$ cat src/rtl/lsu_bus_pkg.sv
`default_nettype none
// ============================================================================
// Module      : lsu_bus_pkg
// Description : Shared types and constants for the LSU-to-bus adapter.
// Revision    : 1.0 - initial release
// ============================================================================
package lsu_bus_pkg;

    // Adapter access sequence: accept, present request, await response, report
    typedef enum logic [1:0] {
        IDLE = 2'd0,
        REQ  = 2'd1,
        RESP = 2'd2,
        DONE = 2'd3
    } state_e;

    localparam int MASK_W          = 4;
    localparam int DEFAULT_TIMEOUT = 255;

endpackage
`default_nettype wire

$ cat src/rtl/bus_timeout_counter.sv
`default_nettype none
// ============================================================================
// Module      : bus_timeout_counter
// Description : Cycle counter bounding a bus access; flags the final allowed
//               cycle so the adapter can abandon the access.
// Revision    : 1.0 - initial release
// ============================================================================
module bus_timeout_counter #(
    parameter int TIMEOUT = 255
) (
    input  logic clk_i,
    input  logic rst_i,
    input  logic clear_i,
    input  logic enable_i,
    output logic expired_o
);

    localparam int CW = $clog2(TIMEOUT + 1);

    logic [CW-1:0] count_q;
    logic [CW-1:0] count_d;

    // Clear has priority; the forced exit at TIMEOUT-1 means no wrap is possible
    always_comb begin
        count_d = count_q;
        if (clear_i) begin
            count_d = '0;
        end else if (enable_i) begin
            count_d = count_q + 1'b1;
        end
    end

    // Count register
    always_ff @(posedge clk_i or negedge rst_i) begin
        if (!rst_i) begin
            count_q <= '0;
        end else begin
            count_q <= count_d;
        end
    end

    assign expired_o = (count_q == CW'(TIMEOUT - 1));

endmodule
`default_nettype wire

$ cat src/rtl/lsu_bus_adapter.sv
`default_nettype none
// ============================================================================
// Module      : lsu_bus_adapter
// Description : Converts the single-cycle LSU load/store request into a
//               valid/ready + rvalid bus access, stalling the pipeline until
//               the access completes or times out.
// Revision    : 1.0 - initial release
// ============================================================================
module lsu_bus_adapter
    import lsu_bus_pkg::*;
#(
    parameter int DW      = 32,
    parameter int AW      = 32,
    parameter int TIMEOUT = DEFAULT_TIMEOUT
) (
    input  logic              clk_i,
    input  logic              rst_i,
    input  logic              req_i,
    input  logic              we_i,
    input  logic [AW-1:0]     addr_i,
    input  logic [DW-1:0]     wdata_i,
    input  logic [MASK_W-1:0] mask_i,
    output logic              stall_o,
    output logic              rvalid_o,
    output logic [DW-1:0]     rdata_o,
    output logic              err_o,
    output logic              bus_valid_o,
    input  logic              bus_ready_i,
    output logic              bus_we_o,
    output logic [AW-1:0]     bus_addr_o,
    output logic [DW-1:0]     bus_wdata_o,
    output logic [MASK_W-1:0] bus_mask_o,
    input  logic              bus_rvalid_i,
    input  logic [DW-1:0]     bus_rdata_i,
    input  logic              bus_err_i
);

    state_e            state_q, state_d;
    logic              we_q, we_d;
    logic [AW-1:0]     addr_q, addr_d;
    logic [DW-1:0]     wdata_q, wdata_d;
    logic [MASK_W-1:0] mask_q, mask_d;
    logic [DW-1:0]     rdata_q, rdata_d;
    logic              err_q, err_d;
    logic              expired;

    bus_timeout_counter #(
        .TIMEOUT (TIMEOUT)
    ) u_timeout (
        .clk_i     (clk_i),
        .rst_i     (rst_i),
        .clear_i   (state_q == IDLE),
        .enable_i  ((state_q == REQ) || (state_q == RESP)),
        .expired_o (expired)
    );

    // Next-state, payload latch and response capture
    always_comb begin
        state_d = state_q;
        we_d    = we_q;
        addr_d  = addr_q;
        wdata_d = wdata_q;
        mask_d  = mask_q;
        rdata_d = rdata_q;
        err_d   = err_q;
        case (state_q)
            IDLE: begin
                if (req_i) begin
                    we_d    = we_i;
                    addr_d  = addr_i;
                    wdata_d = wdata_i;
                    mask_d  = mask_i;
                    state_d = REQ;
                end
            end
            REQ: begin
                // Timeout wins: bus_valid_o is already low this cycle, so no
                // handshake can be in flight when the access is abandoned
                if (expired) begin
                    rdata_d = '0;
                    err_d   = 1'b1;
                    state_d = DONE;
                end else if (bus_ready_i) begin
                    if (bus_rvalid_i) begin
                        rdata_d = (we_q || bus_err_i) ? '0 : bus_rdata_i;
                        err_d   = bus_err_i;
                        state_d = DONE;
                    end else begin
                        state_d = RESP;
                    end
                end
            end
            RESP: begin
                if (expired) begin
                    rdata_d = '0;
                    err_d   = 1'b1;
                    state_d = DONE;
                end else if (bus_rvalid_i) begin
                    rdata_d = (we_q || bus_err_i) ? '0 : bus_rdata_i;
                    err_d   = bus_err_i;
                    state_d = DONE;
                end
            end
            DONE: begin
                // req_i here still belongs to the retiring instruction
                rdata_d = '0;
                err_d   = 1'b0;
                state_d = IDLE;
            end
            default: state_d = IDLE;
        endcase
    end

    // State, payload and response registers
    always_ff @(posedge clk_i or negedge rst_i) begin
        if (!rst_i) begin
            state_q <= IDLE;
            we_q    <= 1'b0;
            addr_q  <= '0;
            wdata_q <= '0;
            mask_q  <= '0;
            rdata_q <= '0;
            err_q   <= 1'b0;
        end else begin
            state_q <= state_d;
            we_q    <= we_d;
            addr_q  <= addr_d;
            wdata_q <= wdata_d;
            mask_q  <= mask_d;
            rdata_q <= rdata_d;
            err_q   <= err_d;
        end
    end

    assign stall_o     = ((state_q == IDLE) && req_i) || (state_q == REQ) || (state_q == RESP);
    assign rvalid_o    = (state_q == DONE);
    assign rdata_o     = (state_q == DONE) ? rdata_q : '0;
    assign err_o       = (state_q == DONE) ? err_q : 1'b0;
    assign bus_valid_o = (state_q == REQ) && !expired;
    assign bus_we_o    = we_q;
    assign bus_addr_o  = addr_q;
    assign bus_wdata_o = wdata_q;
    assign bus_mask_o  = mask_q;

endmodule
`default_nettype wire

$ cat config.mk
export PLATFORM = sky130hd
export DESIGN_NAME = lsu_bus_adapter
export DESIGN_NICKNAME = d
export VERILOG_FILES = /design/src/rtl/lsu_bus_pkg.sv /design/src/rtl/bus_timeout_counter.sv /design/src/rtl/lsu_bus_adapter.sv
export SDC_FILE = /design/constraint.sdc
export NUM_CORES = 1
export LEC_CHECK = 0
export CAP_MARGIN = 30
export CORE_MARGIN = 2
export CORE_UTILIZATION = 35
export DETAILED_ROUTE_END_ITERATION = 10
export PLACE_DENSITY_LB_ADDON = 0.1
export SETUP_SLACK_MARGIN = 0.05
export SLEW_MARGIN = 20
export SYNTH_ARGS = -nofsm -noshare
export SYNTH_HDL_FRONTEND = slang
export SYNTH_SLANG_ARGS = --single-unit
$ cat constraint.sdc
create_clock -name clk_i -period 3.2 [get_ports clk_i]
set_clock_uncertainty 0.1 [all_clocks]
set_input_delay 0.48 -clock clk_i [delete_from_list [all_inputs] [get_ports clk_i]]
set_output_delay 0.48 -clock clk_i [all_outputs]
set_load 0.02 [all_outputs]
Fig. 1: run 1, gate families picked out
Scale bar: 20 µm.
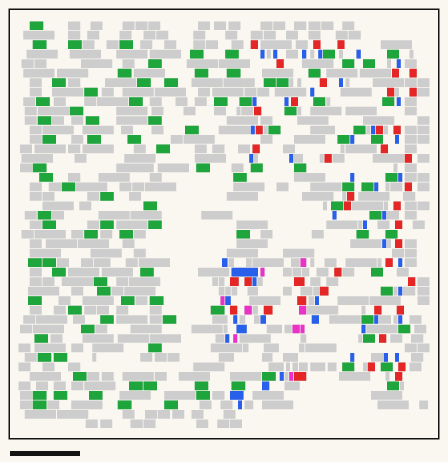
[green] mux cells | cells: 103 | most used: mux2_2 | where: spread over the die
[red] and/or cells | cells: 41 | most used: and2_1
[blue] nand cells | cells: 46 | most used: nand2_1
[magenta] nor cells | cells: 9 | most used: nor2_1

Fig. 2: run 1, zoomed window
Scale bar: 10 µm. Window x 49 to 74, y 24 to 49 µm. Cells in grey, sequential cells in the stronger grey; small squares are vias.
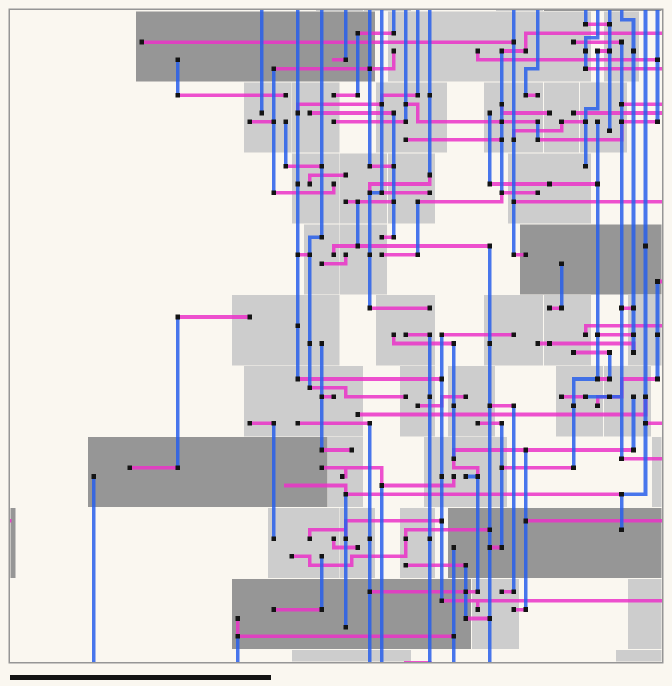
[magenta] metal 1
[blue] metal 2
sequential cells in the window: 5
most frequent: o21ai_0 (7), dfrtp_1 (5)
cells with their middle in the window: 34
netlist names of flops here include: `u_timeout.count_q` (5)

Fig. 3: run 1, cell outlines without signal wires
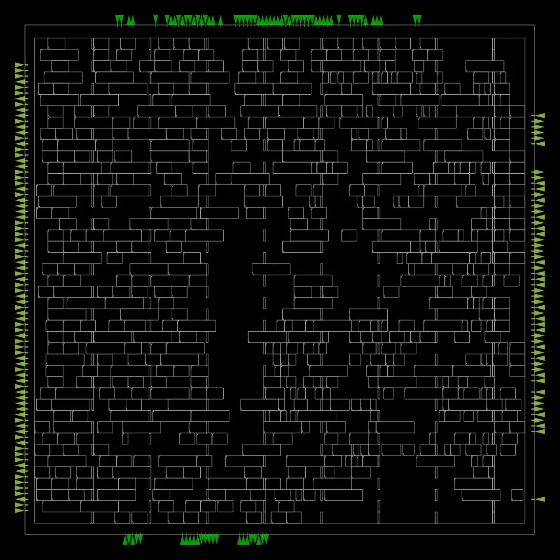
Filler cells: 1222
Row Count: 43
fraction of area in registers: 37.3%
Tap Count: 180
Core ar.: 0.0138 mm²

Fig. 4: run 1, clock network drawn from the DEF
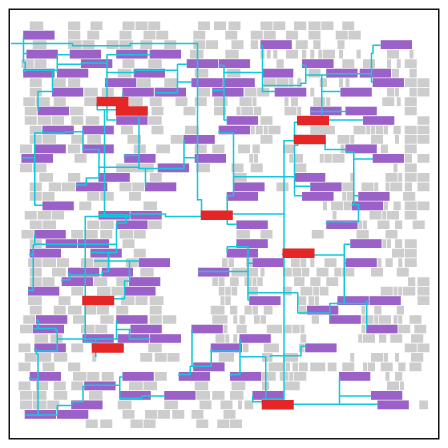
[red] clock drivers | count: 9
[purple] flip-flops | count: 112
[cyan] clock wires | length: 1410 µm
routed clock nets: 10
flops lie: spread over the die

==> flow_metrics.tcl, run 1 <==
# implementation run metrics
set metrics [dict create \
    cts_buffers 9 \
    hold_class "primary input to async pin" \
    status "finished, final reports clean" \
    layout-drive-gt1-share_pct 16.2 \
    overflow 0 \
    rsz0062_at_grt "false" \
    yosys_area_mm2 0.00494 \
    maxCapViolCount 0 \
    setup_violations 0 \
    cpPeakStageDelay_ps 550 \
    antenna_left 0 \
    p_sw_mw 2.60 \
    p_comb_share_pct 50.0 \
    drt-vias-per-instance 4.56 \
    powerDensity_mw_per_mm2 955 \
    dpl.hpwl_um 8750 \
    cts-htree-levels 3 \
    die_x_um 123 \
    internal-power_mw 4.58 \
    clkPwrFrac_pct 15.8 \
    clockRootBuffer "clkbuf_16" \
    io_buffers 211 \
    core_util_floorplan_pct 35.7 \
    drc_errors 0 \
    grt_use_total_pct 16.6 \
    met3_usage_pct 8.64 \
    fin_util_pct 54.3 \
    startpoint_type "register" \
    post-route-min-period_ps 2730 \
    ys_sh_adder_pct 2.03 \
    ys_types 33 \
    lay_top_cells "clkdlybuf4s50_1 (210), dfrtp_1 (112), mux2_2 (71), nand2_1 (38), inv_1 (36)" \
    netlist.area_leader.share_pct 56.7 \
    relSlewSlack_pct 42.1 \
    place_area_mm2 0.00721 \
    syn-cell-area_mm2 0.00494 \
]
-- run 1: cell type report --
class,instances,area [µm²]
inverters,36,135
multi-input cells,232,1890
well taps,180,225
repair buffers,216,2160
clock buffers,12,246
clock inverters,4,53.8
fillers,1222,6310
flip-flops and latches,112,2800
-- run 1: routing by layer --
metal  share of wire, %  wire length, µm
met1                 40             4890
met2                 45             5410
met3                 13             1600
met4                1.8              216
met5                  0                0
-- run 1: final timing paths --
path | from | to | slack, ps | cells past startpoint
setup / recovery | u_timeout.count_q[0] | bus_valid_o | 470 | 6
hold / removal | rst_i | rdata_q[28] | 40 | 1
setup reg to reg | state_q[0] | bus_mask_o[2] | 880 | 5
hold reg to reg | bus_wdata_o[19] | bus_wdata_o[19] | 410 | 1
max in group asynchronous | rst_i | u_timeout.count_q[1] | 2170 | 2
min in group clk_i | bus_wdata_o[19] | bus_wdata_o[19] | 410 | 1
-- run 1: metrics by stage --
stage                     hold WS, ps  std cells  worst slack, ps
after floorplan                  84.4        398             1070
after global placement            388        776              809
after detailed placement          391        776              776
after CTS                        59.9        792              444
after global routing             93.6        792              349
final                            42.7        792              475
-- run 1: Yosys cell counts --
| master | count |
|---|---|
| nand4b_1 | 1 |
| inv_1 | 36 |
| nor2_1 | 5 |
| mux2_2 | 71 |
| a21o_1 | 1 |
| a21oi_1 | 7 |
| buf_6 | 1 |
| o32a_1 | 1 |
| clkbuf_1 | 7 |
| dfrtp_1 | 112 |
| xor2_1 | 1 |
| or3_1 | 1 |
| nand4_4 | 1 |
| buf_1 | 7 |
| or2_4 | 1 |
| ha_1 | 8 |
| nand3_1 | 3 |
| and3_2 | 1 |
| o21ai_0 | 10 |
| nor3_1 | 1 |
| and2_2 | 2 |
| or3_2 | 1 |
| a31oi_1 | 1 |
| nand2b_1 | 2 |
| o31ai_1 | 1 |
| o21a_1 | 2 |
| o22ai_1 | 1 |
| and2_1 | 34 |
| mux2i_1 | 32 |
| buf_12 | 3 |
| nand2_1 | 39 |
| and4b_1 | 1 |
| nor2b_1 | 3 |
-- run 1: worst max-delay path, delay by kind of cell, from the launching register on --
| kind | cells | cell delay (ps) |
|---|---|---|
| DFF | 1 | 400 |
| and+or+nand+nor | 3 | 610 |
| buffers and inverters | 2 | 630 |
| adders and majority gates | 1 | 150 |
-- run 1: cell families after synthesis --
family                   after synthesis
flip-flops                           112
multiplexers                         103
AND/OR/NAND/NOR                       96
buffers and inverters                 54
AND-OR/OR-AND                         24
adder cells (fa/ha/maj)                8
XOR/XNOR                               1
-- run 1: power groups by stage --
stage	logic, mW	clock network, mW	registers (mW)
floorplan	1.58	0	2.98
CTS	3.65	1.19	2.47
global route	3.87	1.24	2.56
detailed placement	3.63	0	2.48
global placement	3.59	0	2.45
finish	3.58	1.13	2.46
-- run 1: sequential cells by signal, summed over array words and instances, names as in the netlist --
register,count
bus_wdata_o,32
rdata_q,32
bus_addr_o,32
err_q,1
bus_mask_o,4
u_timeout.count_q,8
bus_we_o,1
state_q,2
Fig. 5: run 1, routed metal per tile
25 x 25 tiles, from black (low) to pale yellow (high), scaled to the fullest tile. Values are wire area over tile area, all layers added.
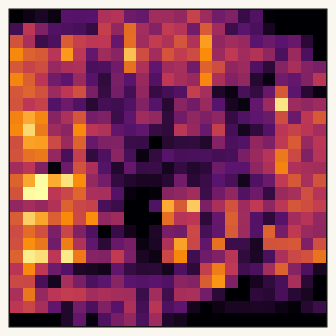

==> run 2, diff against run 1 <==
--- a/constraint.sdc
+++ b/constraint.sdc
@@ -4,2 +4,2 @@
 set_output_delay 0.48 -clock clk_i [all_outputs]
-set_load 0.02 [all_outputs]
+set_load 0.05 [all_outputs]
Fig. 6: run 2, routed metal per tile
25 x 25 tiles, from black (low) to pale yellow (high), scaled to the fullest tile. Values are wire area over tile area, all layers added.
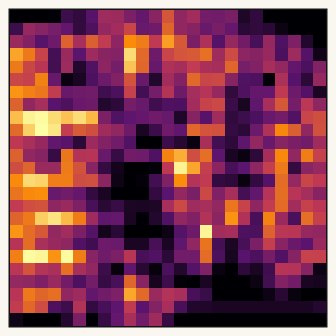
mean over tiles: 0.14
emptiest ninth of the die: south-east
fullest tile: 0.40
nearly empty tiles: 9.3%
densest ninth of the die: west

Fig. 7: run 2, zoomed window
Scale bar: 10 µm. Window x 49 to 74, y 24 to 49 µm. Cells in grey, sequential cells in the stronger grey; small squares are vias.
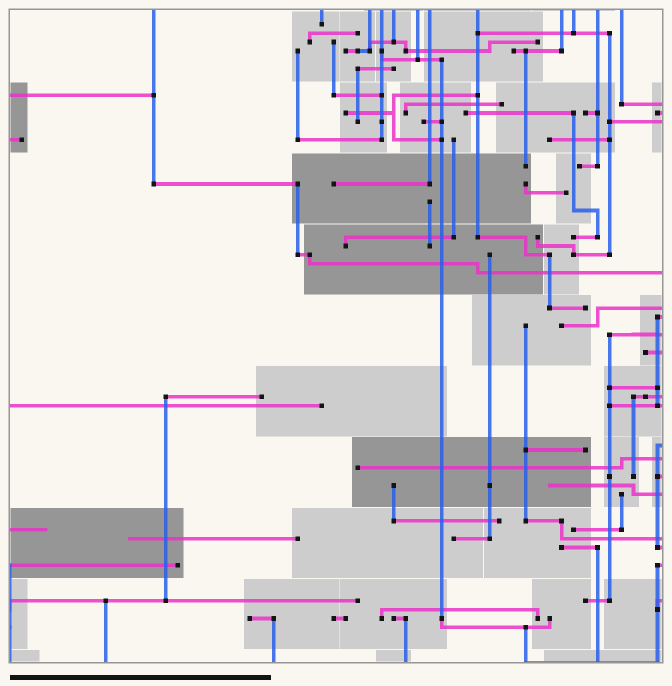
[magenta] metal 1
[blue] metal 2
cells with their middle in the window: 22
sequential cells in the window: 4
most frequent: dfrtp_1 (4), nand2_1 (3), ha_1 (3)
netlist names of flops here include: `u_timeout.count_q` (2)

==> run 2 against run 1 <==
Against the previous run:
- die size unchanged
- largest cell class unchanged
- sequential power about the same
- first-iteration DRC count up 20%
- non-clock buffer count is the same
- power grew 21%
- combinational power is 37% higher
==> flow_metrics.tcl, run 2 <==
# implementation run metrics
set metrics [dict create \
    syn-cell-area_mm2 0.00494 \
    ys_types 33 \
    row_count 43 \
    core_util_floorplan_pct 35.7 \
    setup_violations 0 \
    layout-drive-gt1-share_pct 16.7 \
    avgSynthCellArea_um2 12.4 \
    final_cell_area_mm2 0.00760 \
    whs_ps 37.1 \
    netlist.area_leader.share_pct 56.7 \
    die_x_um 123 \
    maxCapViolCount 0 \
    edf_count 0 \
    rsz0062_at_grt "false" \
    ys_sh_adder_pct 2.03 \
    dp_cells 776 \
    cpPeakStageDelay_ps 710 \
    fin_util_pct 55.0 \
    clockRootBuffer "clkbuf_16" \
    ys_cells 398 \
    finalNonFillerCells 792 \
    hold_class "primary input to async pin" \
    fin_ws_ps 350 \
    grt_use_total_pct 16.8 \
    io_buffers 211 \
    dpl.hpwl_um 9030 \
    drc_errors 0 \
    top_cells_by_count "dfrtp_1 (112), mux2_2 (71), nand2_1 (39)" \
    overflow 0 \
    synth_top_cell_by_count "dfrtp_1" \
    drt-vias-per-instance 4.60 \
    post-route-min-period_ps 2850 \
    antenna_left 0 \
    startpoint_type "register" \
    cp_top_family "buffers and inverters" \
    top_logic_kind "multiplexers" \
    status "finished, final reports clean" \
    cts_buffers 9 \
    place_area_mm2 0.00725 \
    synthArstFlopShare_pct 100 \
    yosys_area_mm2 0.00494 \
    core_area_mm2 0.0138 \
]
-- run 2: cell counts after synthesis --
No cell type changed its count.
-- run 2: per-layer routing --
layer | track usage [%] | wire (µm) | vias to the layer above
li1 | - | - | 1727
met2 | 25.2 | 5380 | 153
met5 | 0 | 0 | -
met3 | 8.09 | 1520 | 17
met4 | 7.33 | 252 | 0
met1 | 20.5 | 5120 | 1746
-- run 2: path summary, 6_finish.rpt --
| path | from | to | cells after the start |
|---|---|---|---|
| max reg2reg | state_q[0] | rdata_q[31] | 6 |
| min in group clk_i | bus_addr_o[17] | bus_addr_o[17] | 1 |
| max | u_timeout.count_q[0] | bus_valid_o | 6 |
| max in group asynchronous | rst_i | rdata_q[14] | 2 |
| min | rst_i | bus_wdata_o[11] | 1 |
| min reg2reg | bus_addr_o[17] | bus_addr_o[17] | 1 |
-- run 2: layout make-up --
class | instances | area [µm²]
clock inverter | 6 | 114
inverter | 36 | 135
fill | 1181 | 6230
clock buffer | 10 | 239
timing repair buffer | 216 | 2190
multi-input combinational | 232 | 1890
sequential | 112 | 2800
tap | 180 | 225
-- run 2: worst register-to-register path, cell delays in order (launching register included) --
cell and delay, ps:
dfrtp_1 450, ha_1 220, buf_4 220, o21ai_0 200, a21o_2 460, buf_12 250, mux2i_1 220
-- run 2: where the power goes --
part	total, mW	internal, mW	switching (mW)	leakage [nW]
Combinational	4.92	1.89	3.03	1.75
Sequential	2.47	2.10	0.374	1.39
Clock	1.32	0.790	0.530	0.165
Total	8.70	4.77	3.93	3.31
-- run 2: cell families (layout without fill, tap and decap cells) --
| kind of cell | after synthesis | after routing |
|---|---|---|
| flip-flops | 112 | 112 |
| adder cells (fa/ha/maj) | 8 | 8 |
| AND-OR/OR-AND | 24 | 24 |
| AND/OR/NAND/NOR | 96 | 96 |
| buffers and inverters | 54 | 268 |
| multiplexers | 103 | 103 |
| XOR/XNOR | 1 | 1 |
==> run 3, diff against run 2 <==
Settings changed: SLEW_MARGIN 20 to 10.
Fig. 8: run 3, zoomed window
Scale bar: 10 µm. Window x 49 to 74, y 24 to 49 µm. Cells in grey, sequential cells in the stronger grey; small squares are vias.
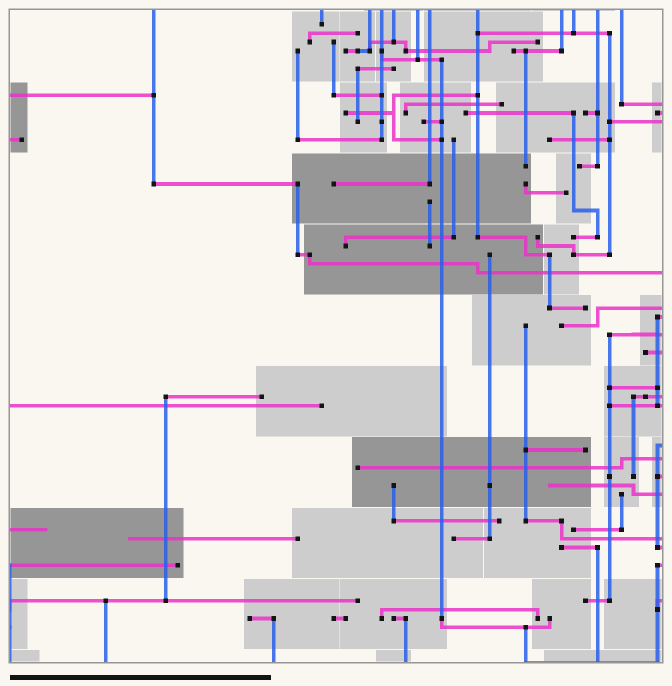
[blue] metal 2
[magenta] metal 1
cells with their middle in the window: 22
netlist names of flops here include: `u_timeout.count_q` (2)
sequential cells in the window: 4
most frequent: dfrtp_1 (4), nand2_1 (3), ha_1 (3)

Fig. 9: run 3, cell outlines without signal wires
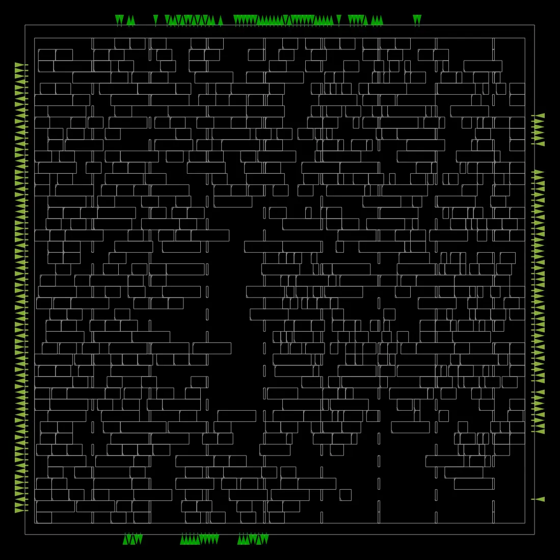
flip-flop and latch count: 112
fraction of area in registers: 36.9%

==> run 3 against run 2 <==
Against the previous run:
- design area stayed put
- register-to-register slack barely moved
- first-iteration DRC count is the same
- critical path depth did not move
- worst setup slack unchanged
- flip-flop count did not move
- worst hold slack unchanged
- via count stayed put
- die size did not move
==> flow_metrics.tcl, run 3 <==
# implementation run metrics
set metrics [dict create \
    sw_frac_of_total_pct 45.2 \
    rr_endpoint "rdata_q[31]" \
    synth_top_cell_by_count "dfrtp_1" \
    core_util_floorplan_pct 35.7 \
    grt_use_total_pct 16.8 \
    cts_buffers 9 \
    syn-cell-area_mm2 0.00494 \
    startpoint_type "register" \
    met3_usage_pct 8.09 \
    ys_cells 398 \
    overflow 0 \
    drc_errors 0 \
    io_buffers 211 \
    yosys_area_mm2 0.00494 \
    startpoint "u_timeout.count_q[0]" \
    busiest_layer "met2" \
    hold_class "primary input to async pin" \
    internal-power_mw 4.77 \
    critical_path_depth 6 \
    clkPwrFrac_pct 15.2 \
    row_count 43 \
    status "finished, final reports clean" \
    p_comb_share_pct 56.5 \
    ys_types 33 \
    worstReg2RegStart "state_q[0]" \
    p_sw_mw 3.93 \
    core_area_mm2 0.0138 \
    endpoint "bus_valid_o" \
    cp_top_family "buffers and inverters" \
    rsz0062_at_grt "false" \
    avgSynthCellArea_um2 12.4 \
    cpPeakStageDelay_ps 710 \
    maxCapViolCount 0 \
    grtUsageMet2_pct 25.2 \
    reg2regPathDepth 6 \
    globalRouteMet1Util_pct 20.5 \
]
==> run 3: how the worst min path moves through the flow <==
stage,start,end,slack (ps)
detailed placement,bus_addr_o[2],bus_addr_o[2],390
finish,rst_i,bus_wdata_o[11],40
floorplan,rst_i,bus_addr_o[0],80
CTS,rst_i,bus_wdata_o[11],70
global placement,bus_addr_o[25],bus_addr_o[25],390
global route,rst_i,bus_wdata_o[11],100
==> run 3: routing by layer <==
layer | share of wire, % | up-vias
met3 | 12 | 17
met4 | 2.1 | 0
li1 | - | 1727
met2 | 44 | 153
met1 | 42 | 1746
met5 | 0 | -
==> run 3: final cells by class <==
type	count	area, µm²
clock buffers	10	239
flip-flops and latches	112	2800
fillers	1181	6230
well taps	180	225
multi-input cells	232	1890
inverters	36	135
repair buffers	216	2190
clock inverters	6	114
==> run 3: cells by family after synthesis <==
family	synth area share (%)
fa+ha+maj	2.03
flops	56.7
simple gates	10.4
xor+xnor	0.177
mux	22.7
buf+inv	5.24
compound gates	2.78
==> run 3: metrics by stage <==
step | util, % | cell area [µm²] | total power, mW | setup WS [ps]
6_report | 55.0 | 7600 | 8.70 | 350
5_1_grt | 55.0 | 7600 | 9.19 | 220
4_1_cts | 55.0 | 7600 | 8.81 | 323
3_5_place_dp | 52.4 | 7250 | 7.44 | 713
3_3_place_gp | 52.4 | 7250 | 7.36 | 745
2_1_floorplan | - | 4940 | 5.82 | 907
==> run 3: power by group through the flow <==
stage,registers [mW],clock network [mW],logic (mW)
4_1_cts,2.47,1.36,4.97
5_1_grt,2.57,1.42,5.20
3_5_place_dp,2.49,0,4.96
6_report,2.47,1.32,4.92
2_1_floorplan,4.00,0,1.82
3_3_place_gp,2.45,0,4.91
Power is estimated from default activity; no workload was simulated.
